### src/rtl/clarke_pkg.sv
// Shared types and elaboration-time coefficient helpers for the Clarke pipeline.
// Coefficients are exact integer roundings, so no real arithmetic reaches synthesis.
package clarke_pkg;

  typedef enum logic {CLK_2PH, CLK_3PH} clarke_mode_t;

  // Widest channel tag the stage payload can carry.
  localparam int CH_W_MAX = 8;

  typedef struct packed {
    clarke_mode_t        mode;
    logic [CH_W_MAX-1:0] ch;
    logic                valid;
  } stage_t;

  function automatic longint isqrt(input longint n);
    longint r;
    longint c;
    r = 0;
    for (int b = 30; b >= 0; b--) begin
      c = r | (longint'(1) << b);
      if (c * c <= n) r = c;
    end
    return r;
  endfunction

  // round(v) = (floor(2v) + 1) >> 1, with floor(2*2^q/sqrt3) = isqrt(floor(4^(q+1)/3)).
  function automatic int clarke_coef(input int q, input bit inv_sqrt3);
    longint twice;
    if (inv_sqrt3) twice = isqrt((longint'(1) << (2 * q + 2)) / 3);
    else           twice = (longint'(1) << (q + 1)) / 3;
    return int'((twice + 1) >>> 1);
  endfunction

endpackage

### src/rtl/clarke_pipe_if.sv
// Sample-in / result-out handshake bundle for clarke_pipe, plus the saturation counter.
// master drives samples and out_ready; slave is the transform block.
interface clarke_pipe_if #(
  parameter int D_WIDTH   = 32,
  parameter int CH_W      = 2,
  parameter int SAT_CNT_W = 16
);
  logic                      in_valid;
  logic                      in_ready;
  logic                      in_mode;
  logic [CH_W-1:0]           in_ch;
  logic signed [D_WIDTH-1:0] in_a;
  logic signed [D_WIDTH-1:0] in_b;
  logic signed [D_WIDTH-1:0] in_c;
  logic                      out_valid;
  logic                      out_ready;
  logic [CH_W-1:0]           out_ch;
  logic signed [D_WIDTH-1:0] out_alpha;
  logic signed [D_WIDTH-1:0] out_beta;
  logic                      out_sat;
  logic [SAT_CNT_W-1:0]      sat_cnt;
  logic                      clr_sat;

  modport master (
    output in_valid, in_mode, in_ch, in_a, in_b, in_c, out_ready, clr_sat,
    input  in_ready, out_valid, out_ch, out_alpha, out_beta, out_sat, sat_cnt
  );

  modport slave (
    input  in_valid, in_mode, in_ch, in_a, in_b, in_c, out_ready, clr_sat,
    output in_ready, out_valid, out_ch, out_alpha, out_beta, out_sat, sat_cnt
  );
endinterface

### src/rtl/clarke_rndsat.sv
// Round-half-up, arithmetic shift by SHIFT and clip to OUT_W signed; combinational.
// No handshake: the caller registers dout/clip.
module clarke_rndsat #(
  parameter int IN_W  = 45,
  parameter int OUT_W = 32,
  parameter int SHIFT = 10
) (
  input  logic signed [IN_W-1:0]  din,
  output logic signed [OUT_W-1:0] dout,
  output logic                    clip
);
  localparam logic signed [IN_W:0] HALF = {{(IN_W-SHIFT+1){1'b0}}, 1'b1, {(SHIFT-1){1'b0}}};
  localparam logic signed [IN_W:0] MAXV = {{(IN_W-OUT_W+2){1'b0}}, {(OUT_W-1){1'b1}}};
  localparam logic signed [IN_W:0] MINV = {{(IN_W-OUT_W+2){1'b1}}, {(OUT_W-1){1'b0}}};

  logic signed [IN_W:0] biased;
  logic signed [IN_W:0] shifted;

  // One guard bit keeps the rounding bias from wrapping the most positive input.
  assign biased  = {din[IN_W-1], din} + HALF;
  assign shifted = biased >>> SHIFT;

  always_comb begin
    dout = shifted[OUT_W-1:0];
    clip = 1'b0;
    if (shifted > MAXV) begin
      dout = MAXV[OUT_W-1:0];
      clip = 1'b1;
    end else if (shifted < MINV) begin
      dout = MINV[OUT_W-1:0];
      clip = 1'b1;
    end
  end
endmodule

### src/rtl/clarke_pipe.sv
// Pipelined Clarke abc->alpha/beta transform, 3-cycle latency, 1 sample/cycle.
// Global stall: every stage advances only when in_ready = !out_valid || out_ready.
module clarke_pipe import clarke_pkg::*; #(
  parameter int D_WIDTH   = 32,
  parameter int Q_BITS    = 10,
  parameter int N_CH      = 4,
  parameter int SAT_CNT_W = 16
) (
  input logic          clk,
  input logic          rst,
  clarke_pipe_if.slave io
);
  localparam int CH_W   = (N_CH > 1) ? $clog2(N_CH) : 1;
  localparam int SUM_W  = D_WIDTH + 2;
  localparam int PROD_W = D_WIDTH + Q_BITS + 3;

  localparam logic signed [PROD_W-1:0] K1 = PROD_W'(clarke_coef(Q_BITS, 1'b1));
  localparam logic signed [PROD_W-1:0] K3 = PROD_W'(clarke_coef(Q_BITS, 1'b0));
  localparam logic [SAT_CNT_W-1:0]     CNT_MAX = '1;

  logic                     rdy_q;
  logic                     adv;
  clarke_mode_t             in_mode;
  stage_t                   s1, s2;
  logic signed [SUM_W-1:0]  a_x, b_x, c_x;
  logic signed [SUM_W-1:0]  sum_al, sum_be, s1_al, s1_be;
  logic signed [PROD_W-1:0] prod_al, prod_be, s2_al, s2_be;
  logic signed [D_WIDTH-1:0] rs_al, rs_be;
  logic                     clip_al, clip_be;
  logic [CH_W_MAX-1:0]      ch_unused;

  // rdy_q keeps in_ready low through reset and for the first edge after release.
  assign adv         = rdy_q & (~io.out_valid | io.out_ready);
  assign io.in_ready = adv;

  always_ff @(posedge clk or posedge rst) begin
    if (rst) rdy_q <= 1'b0;
    else     rdy_q <= 1'b1;
  end

  assign in_mode = clarke_mode_t'(io.in_mode);
  assign a_x     = SUM_W'(io.in_a);
  assign b_x     = SUM_W'(io.in_b);
  assign c_x     = SUM_W'(io.in_c);

  always_comb begin
    sum_al = a_x;
    sum_be = a_x + (b_x <<< 1);
    if (in_mode == CLK_3PH) begin
      sum_al = (a_x <<< 1) - b_x - c_x;
      sum_be = b_x - c_x;
    end
  end

  always_ff @(posedge clk or posedge rst) begin
    if (rst) begin
      s1    <= '0;
      s1_al <= '0;
      s1_be <= '0;
    end else if (adv) begin
      s1.valid <= io.in_valid;
      s1.mode  <= in_mode;
      s1.ch    <= CH_W_MAX'(io.in_ch);
      s1_al    <= sum_al;
      s1_be    <= sum_be;
    end
  end

  // Two-phase alpha is pre-scaled by 2^Q so the shared round stage returns it unchanged.
  always_comb begin
    prod_be = PROD_W'(s1_be) * K1;
    prod_al = PROD_W'(s1_al) <<< Q_BITS;
    if (s1.mode == CLK_3PH) prod_al = PROD_W'(s1_al) * K3;
  end

  always_ff @(posedge clk or posedge rst) begin
    if (rst) begin
      s2    <= '0;
      s2_al <= '0;
      s2_be <= '0;
    end else if (adv) begin
      s2    <= s1;
      s2_al <= prod_al;
      s2_be <= prod_be;
    end
  end

  clarke_rndsat #(.IN_W(PROD_W), .OUT_W(D_WIDTH), .SHIFT(Q_BITS)) u_rs_alpha (
    .din  (s2_al),
    .dout (rs_al),
    .clip (clip_al)
  );

  clarke_rndsat #(.IN_W(PROD_W), .OUT_W(D_WIDTH), .SHIFT(Q_BITS)) u_rs_beta (
    .din  (s2_be),
    .dout (rs_be),
    .clip (clip_be)
  );

  // Tag bits above CH_W are always zero.
  assign ch_unused = s2.ch;

  always_ff @(posedge clk or posedge rst) begin
    if (rst) begin
      io.out_valid <= 1'b0;
      io.out_ch    <= '0;
      io.out_alpha <= '0;
      io.out_beta  <= '0;
      io.out_sat   <= 1'b0;
    end else if (adv) begin
      io.out_valid <= s2.valid;
      io.out_ch    <= s2.ch[CH_W-1:0];
      io.out_alpha <= rs_al;
      io.out_beta  <= rs_be;
      io.out_sat   <= s2.valid & (clip_be | ((s2.mode == CLK_3PH) & clip_al));
    end
  end

  always_ff @(posedge clk or posedge rst) begin
    if (rst) begin
      io.sat_cnt <= '0;
    end else if (io.clr_sat) begin
      io.sat_cnt <= '0;
    end else if (io.out_valid & io.out_ready & io.out_sat & (io.sat_cnt != CNT_MAX)) begin
      io.sat_cnt <= io.sat_cnt + 1'b1;
    end
  end
endmodule

### src/flat_wrapper.sv
// flat-port wrapper written by rule: the top's interface ports become plain ports
module clarke_pipe_flat import clarke_pkg::*;
#(
  parameter int D_WIDTH   = 32,
  parameter int Q_BITS    = 10,
  parameter int N_CH      = 4,
  parameter int SAT_CNT_W = 16
)
  (clk, rst, io_in_valid, io_in_mode, io_in_ch, io_in_a, io_in_b, io_in_c, io_out_ready, io_clr_sat, io_in_ready, io_out_valid, io_out_ch, io_out_alpha, io_out_beta, io_out_sat, io_sat_cnt);
  clarke_pipe_if #(.D_WIDTH(D_WIDTH), .CH_W((2)), .SAT_CNT_W(SAT_CNT_W)) io_i ();
  input logic clk;
  input logic rst;
  input wire logic [$bits(io_i.in_valid)-1:0] io_in_valid;
  input wire logic [$bits(io_i.in_mode)-1:0] io_in_mode;
  input wire logic [$bits(io_i.in_ch)-1:0] io_in_ch;
  input wire logic [$bits(io_i.in_a)-1:0] io_in_a;
  input wire logic [$bits(io_i.in_b)-1:0] io_in_b;
  input wire logic [$bits(io_i.in_c)-1:0] io_in_c;
  input wire logic [$bits(io_i.out_ready)-1:0] io_out_ready;
  input wire logic [$bits(io_i.clr_sat)-1:0] io_clr_sat;
  output wire logic [$bits(io_i.in_ready)-1:0] io_in_ready;
  output wire logic [$bits(io_i.out_valid)-1:0] io_out_valid;
  output wire logic [$bits(io_i.out_ch)-1:0] io_out_ch;
  output wire logic [$bits(io_i.out_alpha)-1:0] io_out_alpha;
  output wire logic [$bits(io_i.out_beta)-1:0] io_out_beta;
  output wire logic [$bits(io_i.out_sat)-1:0] io_out_sat;
  output wire logic [$bits(io_i.sat_cnt)-1:0] io_sat_cnt;
  assign io_i.in_valid = io_in_valid;
  assign io_i.in_mode = io_in_mode;
  assign io_i.in_ch = io_in_ch;
  assign io_i.in_a = io_in_a;
  assign io_i.in_b = io_in_b;
  assign io_i.in_c = io_in_c;
  assign io_i.out_ready = io_out_ready;
  assign io_i.clr_sat = io_clr_sat;
  assign io_in_ready = io_i.in_ready;
  assign io_out_valid = io_i.out_valid;
  assign io_out_ch = io_i.out_ch;
  assign io_out_alpha = io_i.out_alpha;
  assign io_out_beta = io_i.out_beta;
  assign io_out_sat = io_i.out_sat;
  assign io_sat_cnt = io_i.sat_cnt;
  clarke_pipe #(.D_WIDTH(D_WIDTH), .Q_BITS(Q_BITS), .N_CH(N_CH), .SAT_CNT_W(SAT_CNT_W)) u_core (.clk(clk), .rst(rst), .io(io_i));
endmodule
### config.mk
export PLATFORM = sky130hd
export DESIGN_NAME = clarke_pipe_flat
export DESIGN_NICKNAME = d
export VERILOG_FILES = /design/src/rtl/clarke_pkg.sv /design/src/rtl/clarke_pipe_if.sv /design/src/rtl/clarke_rndsat.sv /design/src/rtl/clarke_pipe.sv /design/src/flat_wrapper.sv
export SDC_FILE = /design/constraint.sdc
export NUM_CORES = 2
export LEC_CHECK = 0
export CELL_PAD_IN_SITES_DETAIL_PLACEMENT = 0
export CELL_PAD_IN_SITES_GLOBAL_PLACEMENT = 1
export CORE_UTILIZATION = 51
export DETAILED_ROUTE_END_ITERATION = 10
export GPL_TIMING_DRIVEN = 0
export PLACE_DENSITY_LB_ADDON = 0.2
export SLEW_MARGIN = 20
export SYNTH_ARGS = -nofsm -noshare
export SYNTH_HDL_FRONTEND = slang
export SYNTH_SLANG_ARGS = --single-unit
### constraint.sdc
create_clock -name clk -period 24.5 [get_ports clk]
set_input_delay 4.9 -clock clk [delete_from_list [all_inputs] [get_ports clk]]
set_output_delay 4.9 -clock clk [all_outputs]
set_load 0.01 [all_outputs]
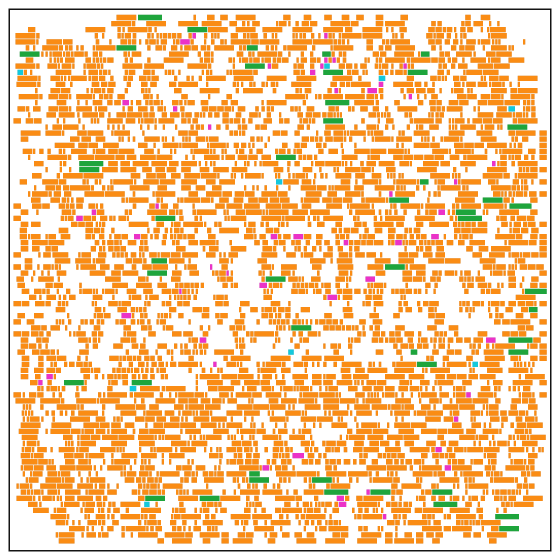
*Cell sizes after repair*
drive 6 and up -> green  # cells 47, share 1.3%
drive 2 -> magenta  # cells 51, share 1.4%
drive 1 or less -> orange  # cells 3453, share 97%
drive 3 to 4 -> cyan  # cells 9, share 0.25%

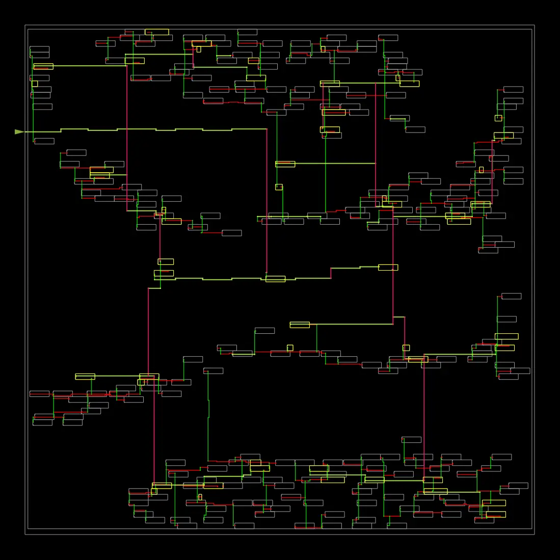
*The clock network*
Late-Pin Clk Latency: 0.61 ns
Seq cells: 231

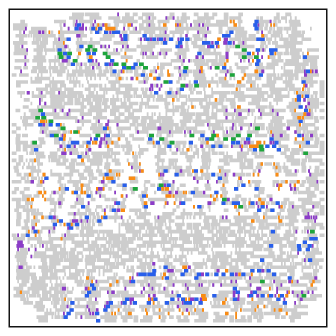
*Selected gate families*
NAND gates -> purple  # cells 381, most used nand2_1, where widely spread
XOR/XNOR gates -> blue  # cells 224, most used xnor2_1, where widely spread
multiplexers -> green  # cells 54, most used mux2i_1
NOR gates -> orange  # cells 268, most used nor2_1, where widely spread

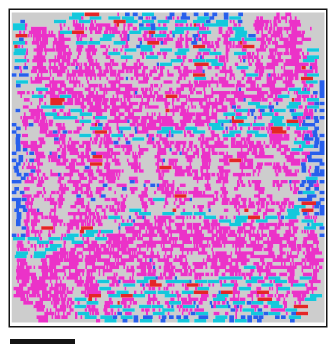
*Placement by cell class*
The bar under the picture is 50 um long. Fill, decap, tap and diode cells in gray.
all other logic -> magenta  # cells 3002
other buffers and delay cells -> blue  # cells 273
clock drivers and dummy loads -> red  # cells 54
flip-flops -> cyan  # cells 231

==> impl_metrics.csv <==
group,metric,value,unit
route,initialDrtViolationCount,1518,
synth,synthAoiAreaFrac,15.2,%
run,drv_cap,0,
global_route,track_usage,29.6,%
final_timing,worstMarginPinSlew,1.12,ns
synth,fa_ha_area_share,36.5,%
final_timing,fin_tns_setup,0,ns
place,numPortBuffers,187,
cells_and_area,final_util,58.8,%
final_timing,hold_ws,0.477,ns
critical_path,cpLargestDelayFamily,"buffers and inverters",
cells_and_area,final_common_cell,"inv_1",
critical_path,crit_path_end_kind,"output pin",
final_timing,rsz0062_at_grt,"false",
route,num_vias,24100,
global_route,busiest_layer,"met2",
synth,mux_share,1.85,%
synth,synth_cells,3315,
critical_path,worstSetupEndpoint,"io_in_ready",
clock_tree,cts_tree,"done",
worst_hold_path,hp-start,"u_core.ch_unused[1]",
critical_path,timing.rr.start,"u_core.s1_be[8]",
route,met2_length,37200,um
critical_path,startpoint,"io_out_ready",
clock_tree,cts_max_level,1,
final_timing,setup_violations,0,
clock_tree,cts_resized,0,
critical_path,crit_cells,7,
global_route,grt-ovfl-total,0,
floorplanning,core-area,56500,sq um
critical_path,slowest_stage,"clkbuf_1",
clock_tree,clk_pin_slew,0.06,ns
place,placedCellCount,4262,
synth,ys.flops,231,
place,place_area,32100,sq um
floorplanning,design.die.area,58300,sq um
route,first_pass_iters,5,
critical_path,critPathRequiredTime,19.60,ns
route,via_per_inst,5.59,
route,wl,84500,um
critical_path,worst-path-buf-inv,6,
floorplanning,floorplan.core_util,51.7,%
outcome,status,"completed",
route,drcViolationCount,0,
synth,ys_sh_xor,6.71,%
synth,synth.cell_area,29200,sq um
synth,yosysWarnings,0,
critical_path,cp_max_fo,10,
floorplanning,fp.dieW,241,um
cells_and_area,top_register,"u_core.s2_be",
clock_tree,cts_made_buffers,29,
global_route,grt_max_degree,108,
cells_and_area,largest_register_ff_count,36,
synth,enable_flop_cells,0,
cells_and_area,mostFrequentLayoutCells,"inv_1 (575), ha_1 (432), nand2_1 (273)",
global_route,met3_usage,5.37,%
clock_tree,cts_root_buf,"clkbuf_16",
route,highest_layer,"met5",
final_timing,fmax,73.9,MHz
final_timing,fin_crit_sh,55.2,%
route,wl_per_cell,19.6,um
run,warning_count,103,
synth,largest_area_cell,"dfrtp_1",
floorplanning,num_io_pins,189,
## area by class of cell
class,instances,share of cell area [%]
clock buffers,32,2.28
inverters,579,6.56
clock inverters,22,1.05
diodes,1,0.00753
multi-input cells,2423,63.0
plain buffers,82,1.01
well taps,756,2.85
flip-flops and latches,231,17.4
repair buffers,191,5.87
## tightest hold or removal path: cells and delay by family (launching register included)
family,cells,cell delay (ns)
and+or+nand+nor,2,0.10
DFF,1,0.34
## kinds of logic after synthesis
kind of cell               after synthesis
AOI/OAI and AO/OA                      726
and+or+nand+nor                        724
muxes                                   54
DFF                                    231
xor gates and xnor gates               224
adders and majority gates              694
other                                    1
buffers and inverters                  661
